--- src/rtl/regbank_pkg.sv ---
// Shared types and defaults for the round-robin register-bank arbiter.
// Holds the FSM encoding and the rotate/priority-encode/rotate-back pick function.
package regbank_pkg;

    typedef enum logic [1:0] {
        StIdle  = 2'd0,
        StGrant = 2'd1,
        StAck   = 2'd2
    } state_e;

    localparam int unsigned DefAw    = 4;
    localparam int unsigned DefDw    = 32;
    localparam int unsigned DefDepth = 16;
    localparam int unsigned MaxReq   = 8;
    localparam int unsigned IdxW     = 3;

    // Winner = first set bit of req starting at ptr, wrapping modulo nreq.
    function automatic logic [IdxW-1:0] rr_pick(input logic [MaxReq-1:0] req,
                                                 input logic [IdxW-1:0]   ptr,
                                                 input int unsigned       nreq);
        logic [MaxReq-1:0] rot;
        int unsigned       k;
        rot = '0;
        for (int unsigned i = 0; i < MaxReq; i++) begin
            if (i < nreq) begin
                rot[i] = req[IdxW'((32'(ptr) + i) % nreq)];
            end
        end
        k = 0;
        for (int unsigned i = MaxReq; i > 0; i--) begin
            if (rot[i-1]) begin
                k = i - 1;
            end
        end
        return IdxW'((32'(ptr) + k) % nreq);
    endfunction

endpackage

--- src/rtl/regbank_rf.sv ---
// DEPTH x DW register storage: one synchronous write port, one combinational read port.
// Indices at or beyond DEPTH are ignored on write and read back as zero.
module regbank_rf
    import regbank_pkg::*;
#(
    parameter int unsigned AW    = DefAw,
    parameter int unsigned DW    = DefDw,
    parameter int unsigned DEPTH = DefDepth
) (
    input  logic          clk_i,
    input  logic          rst_i,
    input  logic          we_i,
    input  logic [AW-1:0] waddr_i,
    input  logic [DW-1:0] wdata_i,
    input  logic [AW-1:0] raddr_i,
    output logic [DW-1:0] rdata_o
);

    localparam logic [AW:0] DepthW = (AW+1)'(DEPTH);

    logic [DW-1:0] mem_q [DEPTH];
    logic          waddr_ok;
    logic          raddr_ok;

    assign waddr_ok = {1'b0, waddr_i} < DepthW;
    assign raddr_ok = {1'b0, raddr_i} < DepthW;

    always_ff @(posedge clk_i or posedge rst_i) begin
        if (rst_i) begin
            for (int unsigned i = 0; i < DEPTH; i++) begin
                mem_q[i] <= '0;
            end
        end else if (we_i && waddr_ok) begin
            mem_q[waddr_i] <= wdata_i;
        end
    end

    assign rdata_o = raddr_ok ? mem_q[raddr_i] : '0;

endmodule

--- src/rtl/regbank_rr_arbiter.sv ---
// Round-robin arbiter sharing one register bank among NREQ requesters.
// Each grant performs one read or write: IDLE -> GRANT -> ACK -> IDLE.
module regbank_rr_arbiter
    import regbank_pkg::*;
#(
    parameter int unsigned NREQ  = 4,
    parameter int unsigned AW    = DefAw,
    parameter int unsigned DW    = DefDw,
    parameter int unsigned DEPTH = DefDepth
) (
    input  logic               clk_i,
    input  logic               rst_i,
    input  logic [NREQ-1:0]    req_i,
    input  logic [NREQ-1:0]    we_i,
    input  logic [NREQ*AW-1:0] addr_i,
    input  logic [NREQ*DW-1:0] wdata_i,
    output logic [NREQ-1:0]    gnt_o,
    output logic [NREQ-1:0]    ack_o,
    output logic [DW-1:0]      rdata_o,
    output logic               busy_o
);

    localparam logic [NREQ-1:0] OneHot0 = NREQ'(1);

    state_e            state_q;
    logic [IdxW-1:0]   ptr_q;
    logic [IdxW-1:0]   win_q;
    logic              we_q;
    logic [AW-1:0]     addr_q;
    logic [DW-1:0]     wdata_q;
    logic [NREQ-1:0]   gnt_q;
    logic [NREQ-1:0]   ack_q;
    logic [DW-1:0]     rdata_q;

    logic [MaxReq-1:0] req_ext;
    logic [MaxReq-1:0] we_ext;
    logic [AW-1:0]     addr_arr  [MaxReq];
    logic [DW-1:0]     wdata_arr [MaxReq];
    logic [IdxW-1:0]   pick;
    logic              rf_we;
    logic [DW-1:0]     rf_rdata;

    assign req_ext = MaxReq'(req_i);
    assign we_ext  = MaxReq'(we_i);

    // Unpack per-requester fields so the winner can be selected by index.
    for (genvar g = 0; g < MaxReq; g++) begin : g_unpack
        if (g < NREQ) begin : g_live
            assign addr_arr[g]  = addr_i[g*AW +: AW];
            assign wdata_arr[g] = wdata_i[g*DW +: DW];
        end else begin : g_pad
            assign addr_arr[g]  = '0;
            assign wdata_arr[g] = '0;
        end
    end

    assign pick = rr_pick(req_ext, ptr_q, NREQ);

    always_ff @(posedge clk_i or posedge rst_i) begin
        if (rst_i) begin
            state_q <= StIdle;
            ptr_q   <= '0;
            win_q   <= '0;
            we_q    <= 1'b0;
            addr_q  <= '0;
            wdata_q <= '0;
            gnt_q   <= '0;
            ack_q   <= '0;
            rdata_q <= '0;
        end else begin
            case (state_q)
                StIdle: begin
                    ack_q <= '0;
                    gnt_q <= '0;
                    if (|req_i) begin
                        win_q   <= pick;
                        we_q    <= we_ext[pick];
                        addr_q  <= addr_arr[pick];
                        wdata_q <= wdata_arr[pick];
                        gnt_q   <= OneHot0 << pick;
                        state_q <= StGrant;
                    end
                end
                StGrant: begin
                    gnt_q   <= '0;
                    ack_q   <= OneHot0 << win_q;
                    rdata_q <= we_q ? wdata_q : rf_rdata;
                    ptr_q   <= IdxW'((32'(win_q) + 1) % NREQ);
                    state_q <= StAck;
                end
                StAck: begin
                    ack_q   <= '0;
                    state_q <= StIdle;
                end
                default: begin
                    gnt_q   <= '0;
                    ack_q   <= '0;
                    state_q <= StIdle;
                end
            endcase
        end
    end

    // Write commits on the edge that ends GRANT; the read is sampled on that same edge.
    assign rf_we = (state_q == StGrant) && we_q;

    regbank_rf #(
        .AW    (AW),
        .DW    (DW),
        .DEPTH (DEPTH)
    ) u_rf (
        .clk_i   (clk_i),
        .rst_i   (rst_i),
        .we_i    (rf_we),
        .waddr_i (addr_q),
        .wdata_i (wdata_q),
        .raddr_i (addr_q),
        .rdata_o (rf_rdata)
    );

    assign gnt_o   = gnt_q;
    assign ack_o   = ack_q;
    assign rdata_o = rdata_q;
    assign busy_o  = (state_q != StIdle);

endmodule

--- config.mk ---
export PLATFORM = sky130hd
export DESIGN_NAME = regbank_rr_arbiter
export DESIGN_NICKNAME = d
export VERILOG_FILES = /design/src/rtl/regbank_pkg.sv /design/src/rtl/regbank_rf.sv /design/src/rtl/regbank_rr_arbiter.sv
export SDC_FILE = /design/constraint.sdc
export NUM_CORES = 1
export LEC_CHECK = 0
export ABC_AREA = 1
export CORE_AREA = 5 5 184 319
export DETAILED_ROUTE_END_ITERATION = 8
export DIE_AREA = 0 0 189 324
export PLACE_DENSITY = 0.76
export SETUP_SLACK_MARGIN = 0.02
export SLEW_MARGIN = 20
export SYNTH_ARGS = -nofsm -noshare
export SYNTH_HDL_FRONTEND = slang
export SYNTH_HIERARCHICAL = 1
export SYNTH_SLANG_ARGS = --single-unit
--- constraint.sdc ---
create_clock -name clk_i -period 19.22 [get_ports clk_i]
set_input_delay 3.844 -clock clk_i [delete_from_list [all_inputs] [get_ports clk_i]]
set_output_delay 3.844 -clock clk_i [all_outputs]
set_load 0.02 [all_outputs]
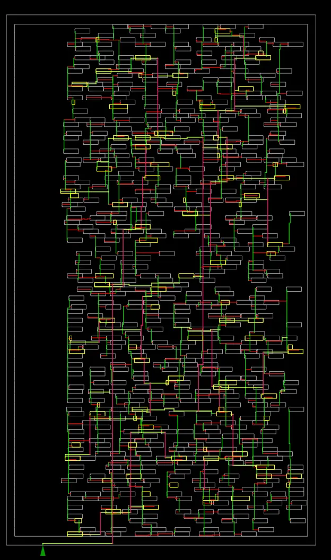
(images/final_clocks.png)
Seq Cell Count: 595
CTS buffer count: 52
# clk buffers: 72

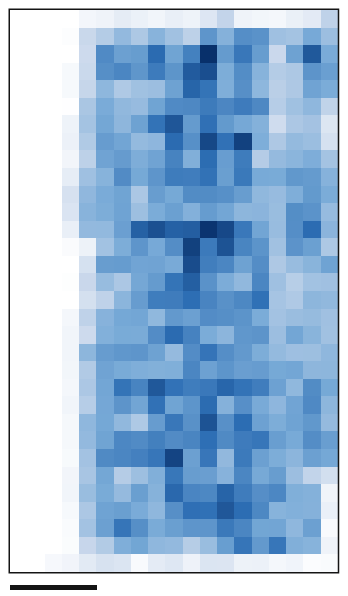
(images/wire_density.png)
The bar under the picture is 50 microns long. 19 x 32 tiles, from white (low) to dark blue (high), scaled to the fullest tile. Values are wire area over tile area, all layers added.
nearly empty tiles: 17%
mean over tiles: 0.23
fullest tile: 0.57
tiles over half the peak: 42%
densest ninth of the die: center
GRT Util Overall: 0.2725
Post-Route WL: 83750 microns
routed len/inst: 18.00 microns

==> flow_metrics.env <==
# source this file to load flow results
export IMPL_r2r_start="state_q[1]"
export IMPL_core_area_sq_um=55970
export IMPL_lay_top_cells="1337 x nand2_1, 591 x dfrtp_1, 567 x o21ai_0"
export IMPL_hold_depth=2
export IMPL_drv_cap=0
export IMPL_endpoint_kind="asynchronous set/reset pin"
export IMPL_syn_to_final_growth_pct=12.84
export IMPL_seq_share=0.4451
export IMPL_dr_total_vias=25720
export IMPL_vdd_ir_drop_max_v=0.0001430
export IMPL_nNonClkInverters=470
export IMPL_critPathSlowestCell="buf_4"
export IMPL_critPathKind="in -> async"
export IMPL_dieHeight_microns=324
export IMPL_setup_viol=0
export IMPL_async_flop_share=1.000
export IMPL_post_cts_buffers=0
export IMPL_fp_util=0.5300
export IMPL_synthesis_area_sq_um=29670
export IMPL_vias_per_cell=5.528
export IMPL_cp_start_kind="input pin"
export IMPL_syn_instance_count=3899
export IMPL_worst_hold_path_endpoint="u_rf/mem_q[202]"
export IMPL_nWellTaps=702
export IMPL_num_antenna_cells=0
export IMPL_signal_buffers=233
export IMPL_yosysSeqAreaShare=0.5019
export IMPL_seq_area_sq_um=14900
export IMPL_rr_endpoint="u_rf/mem_q[326]"
export IMPL_cts_htree_levels=2
export IMPL_rsz0062_at_grt="false"
export IMPL_clock_sinks=595
export IMPL_crit_top_cell="buf_4"
export IMPL_finalHoldViolations=0
export IMPL_switching_power_w=0.002661
export IMPL_gp_congestion=0.8927
export IMPL_comb_area_sq_um=11800
export IMPL_first_pass_iters=6
export IMPL_clock_path_buffers=3
export IMPL_ant_nets=0
export IMPL_yosys_warnings=6
export IMPL_drt_iter0_drc=2553
export IMPL_nMultiInputCombCells=2556
export IMPL_utilization=0.5981
export IMPL_cp_startpoint="rst_i"
export IMPL_fp_nets=4058
export IMPL_worstSetupEndpoint="u_rf/mem_q[506]"
export IMPL_yosys_register_bits=595
export IMPL_fin_tns_setup_ps=0
export IMPL_synth_cell_type_count=28
export IMPL_ys_cells=3899
export IMPL_ios=195
export IMPL_pwr_share_comb=0.460
export IMPL_most_common_cell="nand2_1"
export IMPL_grt_pass1_wl_microns=135100
export IMPL_num_fill_cells=4958
export IMPL_cp_depth=5
export IMPL_die_w_microns=189
export IMPL_lay_top_count="nand2_1"
export IMPL_rr_worst_depth=8
export IMPL_layout_nonclk_buf_frac=0.06713
export IMPL_drv_slew=0
export IMPL_clk_share=0.05550
export IMPL_edf_count=0
export IMPL_clk_pin_slew_ps=60
export IMPL_chip_area_sq_um=61240
export IMPL_power_frac_seq=0.351
export IMPL_power_density_nw_per_um2=179.7
export IMPL_dp_hpwl_microns=48830
export IMPL_comb_area_share=0.3525
export IMPL_grt_pass1_vias=24850
export IMPL_root_buffer="clkbuf_16"
export IMPL_portBuffers=194
export IMPL_status="complete, no violations"
export IMPL_critical_path_max_stage_delay_ps=900
export IMPL_p_int_w=0.003356
export IMPL_nNetsFinal=4067
export IMPL_cp_arrival_ps=7810
export IMPL_crit_buf_inv=5
export IMPL_cts_tree="built"
export IMPL_crit_chain="clkdlybuf4s50_1, inv_8, buf_4, buf_12, buf_4"
export IMPL_holdCritStartpoint="u_rf/mem_q[202]"
export IMPL_warning_count=35
export IMPL_tightestPinTransition_ps=1026
export IMPL_finalCritPeriodShare=0.3757
export IMPL_p_leak_nw=16.36
export IMPL_cts_resized=0
export IMPL_ctsHoldBuffers=0
export IMPL_crit_family="buffers and inverters"
export IMPL_drc=0
export IMPL_syn_area_per_cell_sq_um=7.609
export IMPL_switching_share=0.4423
export IMPL_top_area_frac=0.5019
export IMPL_largest_cell_class="registers"
export IMPL_drive_gt1_frac=0.05290
export IMPL_antenna_found_initial=0
export IMPL_hp_class="reg -> reg"
export IMPL_period_needed_ps=7221
export IMPL_slew_headroom=0.3163
export IMPL_topCellsByArea="dfrtp_1 50%, nand2_1 17%, o21ai_0 9.6%, nand3_1 7.5%, inv_1 5.9%"
export IMPL_row_count=115
export IMPL_grt_max_degree=176
export IMPL_cp_required_ps=19810
export IMPL_overflow=0
export IMPL_synth_area_yosys_sq_um=29670
export IMPL_max_freq_ghz=0.1385
export IMPL_yosysTopAreaCell="dfrtp_1"
export IMPL_r2r_slack_ps=15110
export IMPL_yosys_most_used_dff="dfrtp_1"
export IMPL_critPathMaxFanout=164
export IMPL_common_cells="1337 x nand2_1, 595 x dfrtp_1, 567 x o21ai_0"
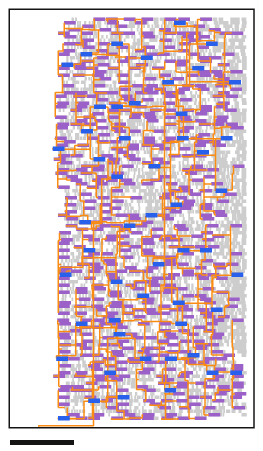
(images/clock_map.png)
The bar under the picture is 50 microns long.
[clock wires] orange | length: 6800 microns
[flip-flops] purple | count: 595
[cells driving clock nets] blue | count: 52
routed clock nets: 53
Clk power: 0.00113 W
clock skew: 23.37 ps
clock network power share: 0.189
clk_lat worst skew: 610 ps

-- metal layers --
metal	vias up	GRT usage	share of wire
li1	12230	-	-
met3	198	0.03682	0.080
met4	0	0.09820	0.035
met1	12180	0.3535	0.40
met2	1114	0.4709	0.48
met5	-	0	0
-- power by group through the flow --
stage	clock [W]	sequential, W	combinational [W]
detailed placement	0	0.00212	0.00274
CTS	0.00115	0.00210	0.00275
finish	0.00113	0.00211	0.00277
global placement	0	0.00211	0.00267
floorplan	0	0.00203	0.00210
global route	0.00120	0.00217	0.00311
-- cells by family (layout without fill, tap and decap cells) --
kind of cell / after synthesis / in the layout / synth area share
buffers and inverters: 748 / 800 / 0.1019
multiplexers: 74 / 74 / 0.02497
AND/OR/NAND/NOR: 1891 / 1891 / 0.2702
adder cells (fa/ha/maj): 5 / 5 / 0.002109
AND-OR/OR-AND: 585 / 585 / 0.09873
XOR/XNOR: 1 / 1 / 0.0002953
flip-flops: 595 / 595 / 0.5019
-- stage by stage --
| stage | instances | power (W) | hold WS [ps] | instance area [sq um] | setup WS, ps |
|---|---|---|---|---|---|
| 6_report | 4653 | 0.006017 | 483.5 | 33480 | 12000 |
| 5_1_grt | 4653 | 0.006478 | 499.4 | 33480 | 11420 |
| 4_1_cts | 4653 | 0.006012 | 488.0 | 33480 | 11940 |
| 3_5_place_dp | 4556 | 0.004857 | 472.2 | 31620 | 11290 |
| 3_3_place_gp | 4556 | 0.004783 | 465.1 | 31620 | 11330 |
| 2_1_floorplan | 3899 | 0.004129 | 452.9 | 29670 | 1076 |
-- flip-flops by register name (all words and copies together), names as in the netlist, 4 cells and up --
signal	flops
u_rf/mem_q	512
rdata_o	32
wdata_q	32
ack_o	4
addr_q	4
gnt_o	4
Power is estimated from default activity; no workload was simulated.
